Ports around the boundary:
Scale bar: 20 um. Pins as bars across the die edge, other pins in gray.
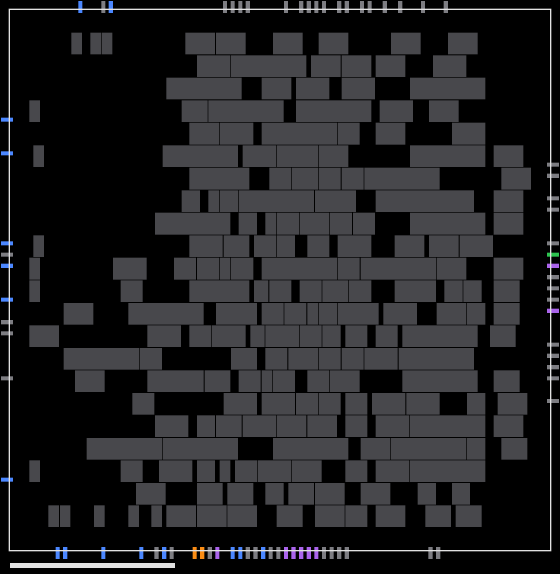
Metal 1:
Scale bar: 20 um.
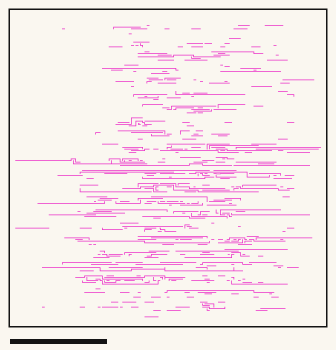
Signal metal coverage by tile:
Scale bar: 20 um. The die is cut into 13 by 13 equal tiles; dark blue is low, red is high, scaled to the fullest tile. Values are wire area over tile area, all layers added.
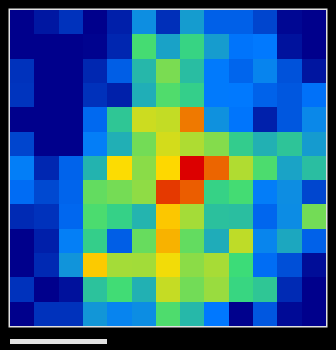
Sequential cells colored by netlist name:
Scale bar: 20 um. Other sequential cells in the stronger gray, the rest of the logic in the fainter gray.
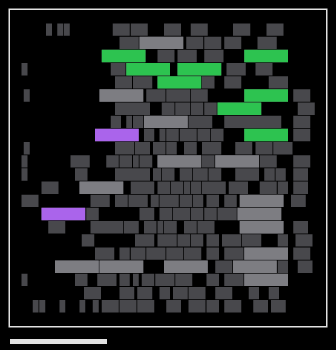
Clock nets:
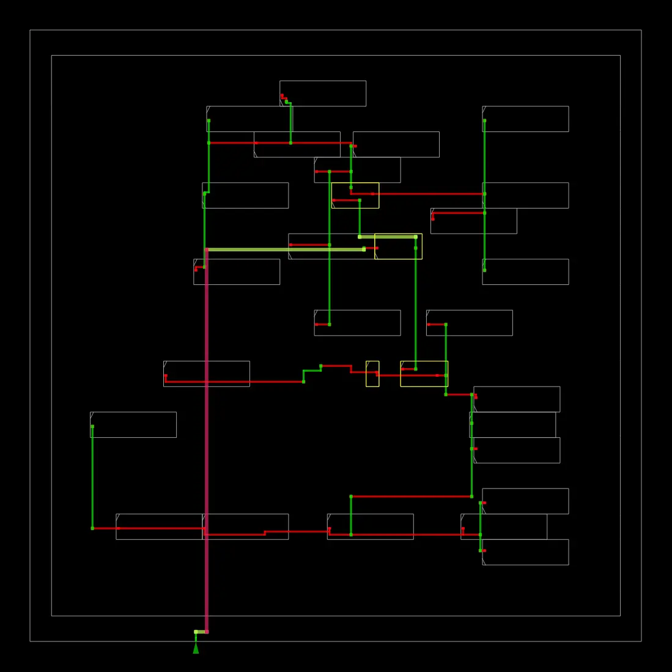
$ cat src/rtl/spi_apb_sequencer.sv
// spi_apb_sequencer
//   Two-requester front end that turns simple register commands into APB
//   transfers to an SPI peripheral. Round-robin arbitration in IDLE, then a
//   standard SETUP/ACCESS APB cycle; completion is reported with a one-cycle
//   DONE pulse to the requester that owned the transfer.
//
//   Optional feature: define SPI_SEQ_TIMEOUT_EN to abort an ACCESS phase that
//   sees no PREADY for TIMEOUT_CYC cycles (DONE pulses with o_ERR=1).
//
// Ports
//   i_PCLK, i_PRESETn          clock, async active-low reset
//   i_REQx/i_WRx/i_REGx/i_WDATAx  command from requester x (x = 0,1)
//   o_GNTx                     combinational accept (REQ & GNT = accepted)
//   o_DONEx, o_RDATA, o_ERR    registered completion, read data, timeout flag
//   o_PSEL..o_PWDATA           APB master outputs
//   i_PRDATA, i_PREADY         APB slave response
module spi_apb_sequencer #(
    parameter logic [9:0] BASE_ADDR   = 10'h001,
    parameter int         TIMEOUT_CYC = 16
) (
    input  logic        i_PCLK,
    input  logic        i_PRESETn,
    input  logic        i_REQ0,
    input  logic        i_REQ1,
    input  logic        i_WR0,
    input  logic        i_WR1,
    input  logic [1:0]  i_REG0,
    input  logic [1:0]  i_REG1,
    input  logic [7:0]  i_WDATA0,
    input  logic [7:0]  i_WDATA1,
    output logic        o_GNT0,
    output logic        o_GNT1,
    output logic        o_DONE0,
    output logic        o_DONE1,
    output logic [7:0]  o_RDATA,
    output logic        o_PSEL,
    output logic        o_PENABLE,
    output logic        o_PWRITE,
    output logic [15:0] o_PADDR,
    output logic [7:0]  o_PWDATA,
    input  logic [7:0]  i_PRDATA,
    input  logic        i_PREADY,
    output logic        o_ERR
);

    typedef enum logic [1:0] {IDLE, SETUP, ACCESS} state_t;

    state_t      state_q, state_d;
    logic        wr_q, wr_d;
    logic [1:0]  reg_q, reg_d;
    logic [7:0]  wdata_q, wdata_d;
    logic        id_q, id_d;
    logic        prio_q, prio_d;     // requester that wins a tie
    logic [1:0]  done_q, done_d;
    logic        err_q, err_d;
    logic [7:0]  rdata_q, rdata_d;
    logic        timeout;

`ifdef SPI_SEQ_TIMEOUT_EN
    localparam int CW = $clog2(TIMEOUT_CYC + 1);
    logic [CW-1:0] cnt_q, cnt_d;
    // Fires on the last allowed ACCESS cycle when PREADY is still low.
    assign timeout = (cnt_q == CW'(TIMEOUT_CYC - 1));
`else
    // ACCESS waits forever in this build.
    assign timeout = (TIMEOUT_CYC < 0);
`endif

    // A requester whose DONE is high this cycle sits out arbitration, so the
    // other one can take a back-to-back grant.
    logic req0_v, req1_v, arb_en;
    assign req0_v = i_REQ0 & ~done_q[0];
    assign req1_v = i_REQ1 & ~done_q[1];
    assign arb_en = (state_q == IDLE) & i_PRESETn;
    assign o_GNT0 = arb_en & req0_v & (~req1_v | ~prio_q);
    assign o_GNT1 = arb_en & req1_v & (~req0_v |  prio_q);

    always_comb begin
        state_d = state_q;
        wr_d    = wr_q;
        reg_d   = reg_q;
        wdata_d = wdata_q;
        id_d    = id_q;
        prio_d  = prio_q;
        done_d  = 2'b00;
        err_d   = 1'b0;
        rdata_d = rdata_q;
`ifdef SPI_SEQ_TIMEOUT_EN
        cnt_d   = cnt_q;
`endif
        case (state_q)
            IDLE: begin
                if (o_GNT0 | o_GNT1) begin
                    wr_d    = o_GNT1 ? i_WR1    : i_WR0;
                    reg_d   = o_GNT1 ? i_REG1   : i_REG0;
                    wdata_d = o_GNT1 ? i_WDATA1 : i_WDATA0;
                    id_d    = o_GNT1;
                    prio_d  = o_GNT0;   // other requester wins next tie
                    state_d = SETUP;
                end
            end
            SETUP: begin
                state_d = ACCESS;
`ifdef SPI_SEQ_TIMEOUT_EN
                cnt_d   = '0;
`endif
            end
            ACCESS: begin
                if (i_PREADY) begin
                    if (!wr_q) rdata_d = i_PRDATA;
                    done_d  = id_q ? 2'b10 : 2'b01;
                    state_d = IDLE;
                end else if (timeout) begin
                    done_d  = id_q ? 2'b10 : 2'b01;
                    err_d   = 1'b1;
                    state_d = IDLE;
                end else begin
`ifdef SPI_SEQ_TIMEOUT_EN
                    cnt_d = cnt_q + 1'b1;
`endif
                end
            end
            default: state_d = IDLE;
        endcase
    end

    always_ff @(posedge i_PCLK or negedge i_PRESETn) begin
        if (!i_PRESETn) begin
            state_q <= IDLE;
            wr_q    <= 1'b0;
            reg_q   <= 2'b00;
            wdata_q <= 8'h00;
            id_q    <= 1'b0;
            prio_q  <= 1'b0;
            done_q  <= 2'b00;
            err_q   <= 1'b0;
            rdata_q <= 8'h00;
`ifdef SPI_SEQ_TIMEOUT_EN
            cnt_q   <= '0;
`endif
        end else begin
            state_q <= state_d;
            wr_q    <= wr_d;
            reg_q   <= reg_d;
            wdata_q <= wdata_d;
            id_q    <= id_d;
            prio_q  <= prio_d;
            done_q  <= done_d;
            err_q   <= err_d;
            rdata_q <= rdata_d;
`ifdef SPI_SEQ_TIMEOUT_EN
            cnt_q   <= cnt_d;
`endif
        end
    end

    // APB outputs decode straight from state so a reset clears them at once.
    logic busy;
    assign busy      = (state_q != IDLE);
    assign o_PSEL    = busy;
    assign o_PENABLE = (state_q == ACCESS);
    assign o_PWRITE  = busy & wr_q;
    assign o_PADDR   = busy ? {BASE_ADDR, 2'b00, reg_q, 2'b00} : 16'h0000;
    assign o_PWDATA  = (busy & wr_q) ? wdata_q : 8'h00;
    assign o_DONE0   = done_q[0];
    assign o_DONE1   = done_q[1];
    assign o_ERR     = err_q;
    assign o_RDATA   = rdata_q;

endmodule

$ cat config.mk
export PLATFORM = sky130hd
export DESIGN_NAME = spi_apb_sequencer
export DESIGN_NICKNAME = d
export VERILOG_FILES = /design/src/rtl/spi_apb_sequencer.sv
export SDC_FILE = /design/constraint.sdc
export NUM_CORES = 1
export LEC_CHECK = 0
export ABC_AREA = 0
export ABC_CLOCK_PERIOD_IN_PS = 1600
export CAP_MARGIN = 20
export CORE_MARGIN = 2
export CORE_UTILIZATION = 34
export CTS_CLUSTER_SIZE = 40
export DETAILED_ROUTE_END_ITERATION = 12
export PLACE_DENSITY = 0.85
export SETUP_SLACK_MARGIN = 0.15
export SLEW_MARGIN = 20
export SYNTH_ARGS = -nofsm -noshare
export SYNTH_HDL_FRONTEND = slang
export SYNTH_SLANG_ARGS = --single-unit
$ cat constraint.sdc
create_clock -name i_PCLK -period 1.6 [get_ports i_PCLK]
set_input_delay 0.24 -clock i_PCLK [delete_from_list [all_inputs] [get_ports i_PCLK]]
set_output_delay 0.24 -clock i_PCLK [all_outputs]
set_load 0.005 [all_outputs]
==> summary.txt <==
WL per Instance -> 14.82 um
Worst Setup SP -> state_q[0]
Fin crit share -> 115.9%
Peak supply drop -> 469.5 uV
Avg Inst Size Synth -> 11.39 um^2
Hold Path Class -> primary input to async pin
Final worst slack -> -0.2551 ns
Sink Count -> 25
1st-pass router iterations -> 6
Layout cells sized above 1 -> 32.66%
Maximum buffer depth of the clock tree -> 2
Critical Path AT -> 1.62 ns
DRT iter0 DRCs -> 75
Tot Pwr -> 3025 uW
Die height -> 65.27 um
Initial antenna violation count -> 0
Fin nets -> 235
Setup TNS -> -3.964 ns
First-pass GRT wire length -> 5533 um
Register area -> 625.6 um^2
Crit Path Max Fanout -> 2
Yosys warnings -> 0
CP max stage delay -> 0.40 ns
Post-synthesis cell area -> 1276 um^2
DRC -> 0
Clock Tree Root -> clkbuf_8
Yosys chip area -> 1276 um^2
Tot GR Track Use -> 17.29%
IO Pins -> 75
Post-synthesis cell type count -> 25
Post-DP HPWL -> 2385 um
Routed via count -> 1175
Violated checks -> setup timing
Pins Over Slew Limit -> 0
R2R Setup Slk -> -0.21 ns
Post-Layout Cell Count -> 247
F_max -> 0.5391 GHz
CP bufs+invs -> 2
Pin count of the biggest net entering global routing -> 14
Commonest Layout Cell -> clkdlybuf4s50_1
Fin crit period -> 1.855 ns
RD Place Congestion -> 0.7621
Core ar. -> 3633 um^2
FILL cells -> 313
Comb gate area -> 605.6 um^2
Synthesized instance count -> 112
Tool warnings -> 29
H-tree levels -> 1
Die width -> 65.27 um
Fin Hold WS -> 0.1324 ns
RSZ-0062 raised after global routing -> yes
CP startpoint kind -> flop
CTS tree -> built
Most frequent cells in the layout -> clkdlybuf4s50_1 (42), buf_4 (25), dfrtp_1 (25)
Critical R2R Capture -> wdata_q[0]
CTS Hold Bufs -> 0
Final setup fails -> 26
Post-synth ARST share -> 100.0%
CP Capture Type -> output port
Critical path data required time -> 1.36 ns
Max capacitance violation total -> 0
Gr ovfl total -> 0
Pwr Density -> 1365 nW/um^2
Pre-Place Util -> 35.12%
Slowest cell on the critical path -> or3b_4
Kind of critical path -> flop to output port
Lkg Pwr -> 0.001024 uW
Row cnt -> 22
# Cells Yosys -> 112
Worst r2r src -> state_q[0]
Vias per cell -> 4.757
Ant. Diodes -> 0
CP top delay family -> simple AND/OR/NAND/NOR gates
Clock-pin slew on the worst setup and hold paths -> 0.09 ns
Number of global-route vias before repair -> 1158
Number of enable flip-flop cells -> 0
Syn-to-layout area delta -> 73.63%
Layout Skew -> 0.01016 ns
Inst Count DP -> 229
Worst path cell trace -> or3b_4 -> or3_4 -> inv_4 -> buf_6
Status -> complete, but fails checks
R2R cell count -> 5
Notes on 'ports around the boundary' above:
blue -> `o_PADDR`  # pins 16, direction output, edge 8 bottom, 6 left, 2 top
orange -> `i_REG0`  # pins 2, direction input, edge bottom
purple -> `i_WDATA1`  # pins 8, direction input, edge 6 bottom, 2 right
green -> `i_REQ0`  # pins 1, direction input, edge right
all pins by edge = 29 bottom, 20 top, 16 right, 10 left

Notes on 'metal 1' above:
share of all routed wire = 42%
wire length on this layer = 1550 um

Notes on 'signal metal coverage by tile' above:
nearly empty tiles = 15%
fullest tile = 0.43
emptiest ninth of the die = top left
mean over tiles = 0.14
tiles over half the peak = 25%

Notes on 'sequential cells colored by netlist name' above:
purple -> `state_q`  # flops 2
green -> `o_RDATA`  # flops 8

Notes on 'clock nets' above:
clkbuf count: 4
clock group power: 374 uW
CTS buffer count: 3
clk latency late pin: 0.27 ns

## flip-flops by register name, indices dropped and copies added, names as in the netlist
name and flops:
state_q 2, wr_q 1, wdata_q 8, reg_q 2, o_RDATA 8, prio_q 1, id_q 1, done_q 2
## worst max path at each step
stage / slack, ns / cells past startpoint / end
floorplan: -0.06 / 4 / wdata_q[2]
global placement: -0.71 / 5 / o_GNT1
detailed placement: -0.73 / 6 / o_GNT0
CTS: -0.23 / 4 / o_GNT1
finish: -0.26 / 4 / o_GNT1
global route: -0.30 / 4 / o_GNT1
## metal layers
metal  track usage, %  up-vias  wire length [um]
met5                0        -                 0
met1            21.16      580              1552
met4            7.292        0                68
met3            2.740        6               166
li1                 -      551                 -
met2            30.10       38              1873
## synth_stat cells (3+ instances only)
cell,number,area (um^2)
dfrtp_1,25,625.6
buf_4,15,112.6
o221a_2,11,123.9
or4_1,10,75.07
mux2_2,9,101.4
and2_1,8,50.05
nor2b_1,5,31.28
clkbuf_1,4,15.01
nor2_1,4,15.01
inv_1,3,11.26
## power by group
group	total [uW]	switching [uW]	internal (uW)	leakage (uW)
Combinational	1580	550	1030	0.000708
Sequential	1070	160	915	0.000294
Clock	374	196	178	0.0000228
Total	3030	905	2120	0.00102
## layout make-up
cell class	instances	share of cell area, %
repair buffers	90	39.07
flip-flops and latches	25	28.23
multi-input cells	77	27.33
well taps	48	2.710
clock buffers	4	2.033
inverters	3	0.6211
## worst register-to-register path, stage by stage (launching register included)
cell,delay [ns]
dfrtp_1,0.39
or3b_4,0.40
buf_4,0.15
buf_6,0.12
or4_1,0.51
o221a_2,0.13
## stage by stage
stage	util, %	area [um^2]
after floorplan	-	1328
after global placement	54.79	1991
after detailed placement	54.79	1991
after CTS	59.61	2166
after global routing	60.98	2216
final	60.98	2216
## cell families (layout without fill, tap and decap cells)
kind of cell,after synthesis,count (layout),share of synthesized area [%]
multiplexers,9,9,7.941
AND/OR/NAND/NOR,39,40,20.00
flip-flops,25,25,49.02
other,1,14,0.2938
buffers and inverters,24,97,11.67
AND-OR/OR-AND,14,14,11.08
## repair_timing
action,4_1_cts,5_1_grt
buffers inserted,8,3
setup endpoints to repair,30,37
gates resized,35,6
cloned,2,1
pin swaps,6,2
Power figures rest on the tool's default switching activity, not on a simulated workload.
